[src/rtl/dino_pkg.sv]
// Shared types and screen-timing constants for the dino game blocks.
package dino_pkg;

  typedef enum logic {
    IDLE    = 1'b0,
    RUNNING = 1'b1
  } run_state_e;

  localparam int unsigned SCREEN_LINES         = 480;
  localparam int unsigned FRAME_LINES          = 525;
  localparam int unsigned FRAME_PIXELS         = 800;
  localparam int unsigned DEFAULT_TICK_LINE    = SCREEN_LINES;
  localparam int unsigned DEFAULT_LEVEL_FRAMES = 600;

endpackage

[src/rtl/game_tick_scheduler_edge_pulse.sv]
// Registered rising-edge detector; RESET_VAL seeds the history so a level
// already high when reset releases does not produce a pulse.
module edge_pulse #(
  parameter logic RESET_VAL = 1'b0
) (
  input  logic clk,
  input  logic rst_n,
  input  logic din,
  output logic pulse
);

  logic hist_r;
  logic pulse_r;

  // history flop and one-cycle strobe on a 0->1 transition
  always_ff @(posedge clk) begin
    if (!rst_n) begin
      hist_r  <= RESET_VAL;
      pulse_r <= 1'b0;
    end else begin
      hist_r  <= din;
      pulse_r <= ~hist_r & din;
    end
  end

  assign pulse = pulse_r;

endmodule

[src/rtl/game_tick_scheduler.sv]
// Game-rate strobe generation from the beam position, run-state tracking
// and difficulty ramp for the dino game.
module game_tick_scheduler
  import dino_pkg::*;
#(
  parameter int unsigned TICK_LINE    = DEFAULT_TICK_LINE,
  parameter int unsigned TICK_DIV     = 3,
  parameter int unsigned LEVEL_FRAMES = DEFAULT_LEVEL_FRAMES,
  parameter int unsigned MAX_LEVEL    = 3
) (
  input  logic       clk,
  input  logic       rst_n,
  input  logic [9:0] hpos,
  input  logic [9:0] vpos,
  input  logic       game_start_pulse,
  input  logic       game_over_pulse,
  output logic       game_tick_60hz,
  output logic [1:0] game_tick_20hz,
  output logic       obstacle_tick,
  output logic       debounce_countdown_en,
  output logic       running,
  output logic [1:0] speed_level
);

  localparam logic [9:0] TICK_LINE_C  = 10'(TICK_LINE);
  localparam logic [3:0] PHASE_LAST_C = 4'(TICK_DIV - 1);
  localparam logic [9:0] LEVEL_LAST_C = 10'(LEVEL_FRAMES - 1);
  localparam logic [1:0] MAX_LEVEL_C  = 2'(MAX_LEVEL);

  run_state_e state_r;
  run_state_e state_next_s;
  logic       line_hit_s;
  logic       level_clear_s;
  logic       run_tick_s;
  logic [3:0] phase_r;
  logic [9:0] frame_cnt_r;
  logic [1:0] level_r;
  logic       tick60_r;
  logic [1:0] tick20_r;
  logic       obstacle_r;
  logic       running_r;
  logic       debounce_s;

  assign line_hit_s = (vpos == TICK_LINE_C) && (hpos == 10'd0);

  // A start that coincides with game over is dropped entirely.
  assign level_clear_s = game_start_pulse && !game_over_pulse;
  assign run_tick_s    = line_hit_s && (state_next_s == RUNNING);

  // run-state next-state decode
  always_comb begin
    state_next_s = state_r;
    case (state_r)
      IDLE: begin
        if (level_clear_s) begin
          state_next_s = RUNNING;
        end else begin
          state_next_s = IDLE;
        end
      end
      RUNNING: begin
        if (game_over_pulse) begin
          state_next_s = IDLE;
        end else begin
          state_next_s = RUNNING;
        end
      end
      default: state_next_s = IDLE;
    endcase
  end

  // frame strobe, two-phase 20 Hz strobe and obstacle strobe
  always_ff @(posedge clk) begin
    if (!rst_n) begin
      tick60_r   <= 1'b0;
      tick20_r   <= 2'b00;
      obstacle_r <= 1'b0;
      phase_r    <= 4'd0;
    end else begin
      tick60_r   <= line_hit_s;
      tick20_r   <= {tick20_r[0], line_hit_s && (phase_r == 4'd0)};
      obstacle_r <= run_tick_s;
      if (line_hit_s) begin
        phase_r <= (phase_r == PHASE_LAST_C) ? 4'd0 : phase_r + 4'd1;
      end
    end
  end

  // run state and difficulty ramp; level holds while idle
  always_ff @(posedge clk) begin
    if (!rst_n) begin
      state_r     <= IDLE;
      running_r   <= 1'b0;
      frame_cnt_r <= 10'd0;
      level_r     <= 2'd0;
    end else begin
      state_r   <= state_next_s;
      running_r <= (state_next_s == RUNNING);
      if (level_clear_s) begin
        frame_cnt_r <= 10'd0;
        level_r     <= 2'd0;
      end else if (run_tick_s) begin
        if (frame_cnt_r == LEVEL_LAST_C) begin
          frame_cnt_r <= 10'd0;
          if (level_r != MAX_LEVEL_C) begin
            level_r <= level_r + 2'd1;
          end
        end else begin
          frame_cnt_r <= frame_cnt_r + 10'd1;
        end
      end
    end
  end

  edge_pulse #(
    .RESET_VAL (1'b1)
  ) u_debounce_edge (
    .clk   (clk),
    .rst_n (rst_n),
    .din   (vpos[4]),
    .pulse (debounce_s)
  );

  assign game_tick_60hz        = tick60_r;
  assign game_tick_20hz        = tick20_r;
  assign obstacle_tick         = obstacle_r;
  assign debounce_countdown_en = debounce_s;
  assign running               = running_r;
  assign speed_level           = level_r;

endmodule

[config.mk]
export PLATFORM = sky130hd
export DESIGN_NAME = game_tick_scheduler
export DESIGN_NICKNAME = d
export VERILOG_FILES = /design/src/rtl/dino_pkg.sv /design/src/rtl/game_tick_scheduler_edge_pulse.sv /design/src/rtl/game_tick_scheduler.sv
export SDC_FILE = /design/constraint.sdc
export NUM_CORES = 1
export LEC_CHECK = 0
export CAP_MARGIN = 25
export CELL_PAD_IN_SITES_DETAIL_PLACEMENT = 1
export CELL_PAD_IN_SITES_GLOBAL_PLACEMENT = 2
export CORE_MARGIN = 2
export CORE_UTILIZATION = 29
export CTS_BUF_LIST = sky130_fd_sc_hd__clkbuf_4 sky130_fd_sc_hd__clkbuf_8
export CTS_CLUSTER_DIAMETER = 30
export CTS_CLUSTER_SIZE = 16
export DETAILED_ROUTE_END_ITERATION = 6
export PLACE_DENSITY_LB_ADDON = 0.1
export SYNTH_ARGS = -nofsm -noshare
export SYNTH_HDL_FRONTEND = slang
export SYNTH_SLANG_ARGS = --single-unit
[constraint.sdc]
create_clock -name clk -period 2.2 [get_ports clk]
set_input_delay 0.55 -clock clk [delete_from_list [all_inputs] [get_ports clk]]
set_output_delay 0.55 -clock clk [all_outputs]
set_load 0.005 [all_outputs]
Fig. 1: run 1, PDN straps and rails
Pins as bars on the die edge. Tap cells in grey.
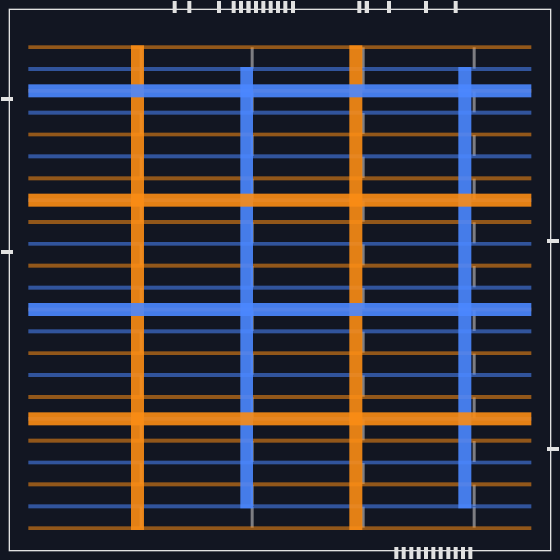
| colour | net |
|---|---|
| blue | VDD |
| orange | VSS |
met1 rails: 23
rows: 22
met4 straps: 4
Die Width: 67.18 um
worst ir drop on vdd: 0.2629 mV
Die Span Y: 67.18 um
placeable core region: 3744 sq um

Fig. 2: run 1, clock network drawn from the DEF
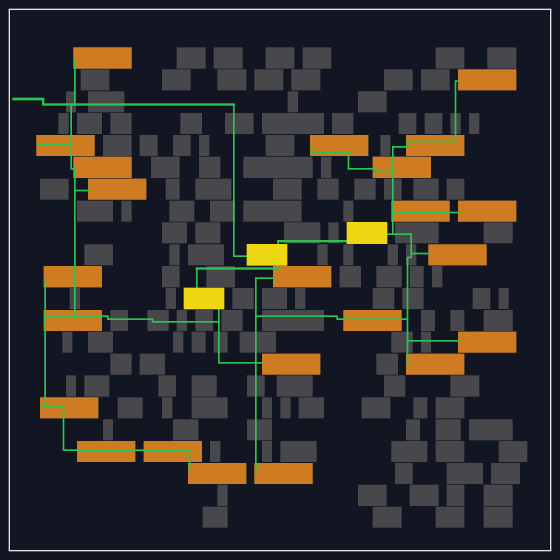
[green] clock wires | length: 320 um
[orange] flip-flops | count: 23
[yellow] clock-net drivers | count: 3
routed clock nets: 4
skew final: 0.002860 ns
Clk power: 273 uW

Fig. 3: run 1, placed cells, one colour a class
Scale bar: 20 um. Fill, decap, tap and diode cells in grey.
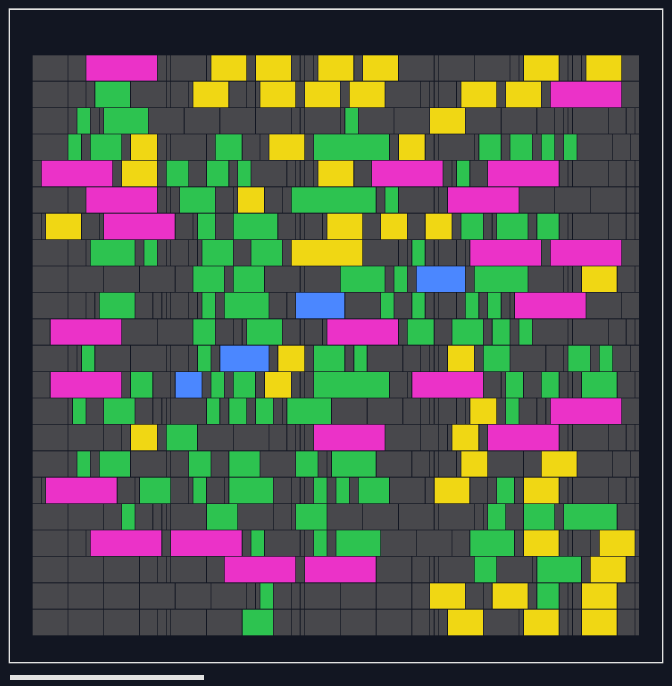
| colour | class | cells |
|---|---|---|
| yellow | remaining buffers and delay cells | 44 |
| green | remaining logic cells | 97 |
| magenta | registers | 23 |
| blue | clock drivers and dummy loads | 4 |
Seq area share: 0.2700
Final Util: 0.4555
Final Instance Area: 1705 sq um
# rows: 22

==> results.txt, run 1 <==
run results: min cycle time layout 2.130 ns, Remaining Overflow, GRT 0, number of max-cap violations 0, initial antenna violation count 0, pre-CTS setup slack -0.2521 ns, CTS max path bufs 2, hold path start u_debounce_edge.hist_r, heaviest power group registers, critical path depth in cells 7, GRT Total Usage 0.1423, Seq share, synth 0.3978, slowest stage delay, CP 0.44 ns, Final Routed Wirelength 2.990 mm, Power Combinational 90.2 uW, RSZ-0062 raised after global routing yes, Simple Share, Synth 0.3816, drt via density 4.782, Residual DRC 0, Final setup viols 0, final worst slack 0.07043 ns, clock tree root driver cell clkbuf_8, Hold Fails Final Rpt 0, Setup crit end kind register, max FFs per register 10, CP Max Fanout 5, Power Density 459.2 nW/um^2, vias in the first global route 1110, TNS Setup 0 ns, Antenna diodes 0, Hold-fix buffers, CTS 0, Pre-Repair DR Iteration Count 3, Hold Crit Class reg2reg, Top-area cell share 0.3978, IO Pins 32, Max Freq 469.6 MHz, number of enable flip-flop cells 0, Final Max Slew Viols 0, most frequent logic cell in the layout clkdlybuf4s50_1, Final Power 783.0 uW, yosys cell count 121, area growth from synthesis to layout 47.35%, Clock power frac 0.349, status completed, r2r setup slk 0.43 ns, Worst Setup SP vpos[0], pin count of the biggest net entering global routing 13, Placed Cells 210, critical path launch point type primary input, DP Area 1615 sq um, Static Leak 0.5849 nW, hold endpoint u_debounce_edge.pulse, Syn Nets 147, switch share 0.2134, per-cell routed wire length 13.84 um, Pint 616.0 uW, WHS Path Cells 1, actual slew at the worst max-slew pin 0.5120 ns, Synth Warn # 0, tool warnings 27, Net Sw Power 167.1 uW, syn_area_per_cell 9.565 sq um, crit path to phase_r[3], max_slew headroom 0.6539, sequential share of power 0.536, Clock transition at path regs 0.08 ns, XOR Share, Synth 0.08324, layout cells sized above 1 0.2024, area share of fa/ha/maj cells after synthesis 0.02162, synthesized cell area 1157 sq um, CTS H-tree lvls 1, FP Util 0.3092, chip area 4512 sq um, total number of vias 1033, most frequent cell after synthesis dfxtp_1
-- run 1: timing repair --
action,CTS,global route
gates resized,0,3
endpoints found under the setup margin,0,11
setup buffers,0,1
-- run 1: per-layer routing --
layer	global-route usage	routed length (um)	vias to the layer above
li1	-	-	529
met1	0.1549	1291	496
met2	0.2735	1638	8
met3	0.03667	60	0
met4	0.03061	0	0
met5	0	0	-
-- run 1: area by class of cell --
cell class / count / area [sq um] / share of cell area
clock buffers: 4 / 48.80 / 0.02861
flip-flops and latches: 23 / 460.4 / 0.2700
repair buffers: 44 / 420.4 / 0.2465
inverters: 4 / 15.01 / 0.008804
multi-input cells: 93 / 700.7 / 0.4109
well taps: 48 / 60.06 / 0.03522
## Run 2: what changed since run 1
- GPL_ROUTABILITY_DRIVEN: unset -> 0
Fig. 4: run 2, metal 2
Scale bar: 20 um.
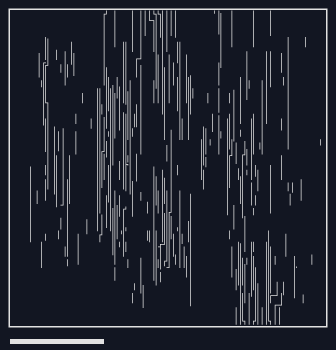
wire length on this layer: 1640 um
share of all routed wire: 55%
main direction: vertical
M2 GR Usage: 0.2735
Final Routed Wirelength: 2.990 mm
total number of vias: 1033

==> run 2 against run 1 <==
  * Routed wire length is the same
  * Register-to-register slack about the same
  * First-iteration DRC count did not move
  * Clock skew unchanged
  * Non-clock buffer count unchanged
  * Critical path type unchanged
  * Die size unchanged
  * Area after synthesis unchanged
  * Via count did not move
  * Sequential cell count unchanged
  * Sequential share of layout area stayed put
  * Core utilization is the same
  * Combinational power hardly changed
==> results.txt, run 2 <==
run results: most frequent logic cell in the layout clkdlybuf4s50_1, CP Max Fanout 5 (unchanged), vias in the first global route 1110 (unchanged), Residual DRC 0 (unchanged), Seq share, synth 0.3978 (unchanged), met1 wire length 1.291 mm (unchanged), slowest stage delay, CP 0.44 ns (about the same), syn_area_per_cell 9.565 sq um (unchanged), largest class logic gates, Remaining Overflow, GRT 0 (unchanged), drt via density 4.782 (unchanged), layout cells sized above 1 0.2024 (unchanged), area growth from synthesis to layout 47.35% (unchanged), final worst slack 0.07043 ns (unchanged), Max Freq 469.6 MHz (unchanged), # rows 22 (unchanged), Final Power 783.0 uW (unchanged), Worst path top cell family by delay simple AND/OR/NAND/NOR gates, number of enable flip-flop cells 0 (unchanged), hold path start u_debounce_edge.hist_r, nonclk inv count 4 (unchanged), DR top layer met3, initial antenna violation count 0 (unchanged), Setup Fix Bufs, Post-CTS 0 (unchanged), Final Util 0.4555 (unchanged), Static Leak 0.5849 nW (unchanged), Antenna diodes 0 (unchanged), IO Pins 32 (unchanged), yosys cell count 121 (unchanged), Final Instance Area 1705 sq um (unchanged), synthesized cell area 1157 sq um (unchanged), TNS Setup 0 ns (unchanged), Met3 Wirelength 60 um (unchanged), per-cell routed wire length 13.84 um (unchanged), critical path depth in cells 7 (unchanged), Top-area cell share 0.3978 (unchanged), WHS Path Cells 1 (unchanged), tool warnings 27 (unchanged), Net Sw Power 167.1 uW (unchanged), GRT Total Usage 0.1423 (unchanged), switch share 0.2134 (unchanged), MI comb cells 93 (unchanged), max_slew headroom 0.6539 (unchanged), pre-CTS setup slack -0.2521 ns (unchanged), flop count 23 (unchanged), actual slew at the worst max-slew pin 0.5120 ns (unchanged), worst ir drop on vdd 0.2629 mV (unchanged), Comb gate area 700.7 sq um (unchanged), Hold Fails Final Rpt 0 (unchanged), chip area 4512 sq um (unchanged), Die Width 67.18 um (unchanged), Comb area share 0.4109 (unchanged), clkbuf count 4 (unchanged), Clock power frac 0.349 (about the same), Worst Setup SP vpos[0], Placed Cells 210 (unchanged), register area 460.4 sq um (unchanged), number of max-cap violations 0 (unchanged), Setup crit end kind register, Final Max Slew Viols 0 (unchanged), Yosys Chip Area 1157 sq um, skew final 0.002860 ns (unchanged), Non-CTS buffers 44 (unchanged), heaviest power group registers, CTS max path bufs 2 (unchanged), Power Combinational 90.2 uW (about the same), first-pass GRT wire length 4.885 mm, well tap count 48 (unchanged), FP Util 0.3092 (unchanged), Hold Crit Class reg2reg, Final setup viols 0 (unchanged), Die Span Y 67.18 um (unchanged), Synth Warn # 0 (unchanged), GR peak layer met2, M1 GR Usage 0.1549 (unchanged), Power Density 459.2 nW/um^2 (unchanged), Seq area share 0.2700 (unchanged), Clk power 273 uW (about the same), max FFs per register 10 (unchanged), most frequent cell after synthesis dfxtp_1, clk tree area frac 0.02861 (unchanged), Clock transition at path regs 0.08 ns (about the same), Hold-fix buffers, CTS 0 (unchanged), clock tree root driver cell clkbuf_8, CTS H-tree lvls 1 (unchanged), status completed, Syn Nets 147 (unchanged), critical path launch point type primary input, RSZ-0062 raised after global routing yes, pin count of the biggest net entering global routing 13 (unchanged), met2 WL post-DR 1.638 mm (unchanged)
[run 2: cell counts after synthesis]
No cell type changed its count.
[run 2: worst paths after layout]
kind | end | slack, ns
worst max-delay path | phase_r[3] | 0.07
worst min-delay path | u_debounce_edge.pulse | 0.39
worst max register to register | frame_cnt_r[3] | 0.43
worst min register to register | u_debounce_edge.pulse | 0.39
[run 2: kinds of logic after synthesis]
logic type	count (synthesis)	share of synthesized area
AND/OR/NAND/NOR	66	0.3816
flip-flops	23	0.3978
XOR/XNOR	11	0.08324
AND-OR/OR-AND	10	0.06379
buffers and inverters	6	0.02594
multiplexers	3	0.02595
adder cells (fa/ha/maj)	2	0.02162
Power is estimated from default activity; no workload was simulated.
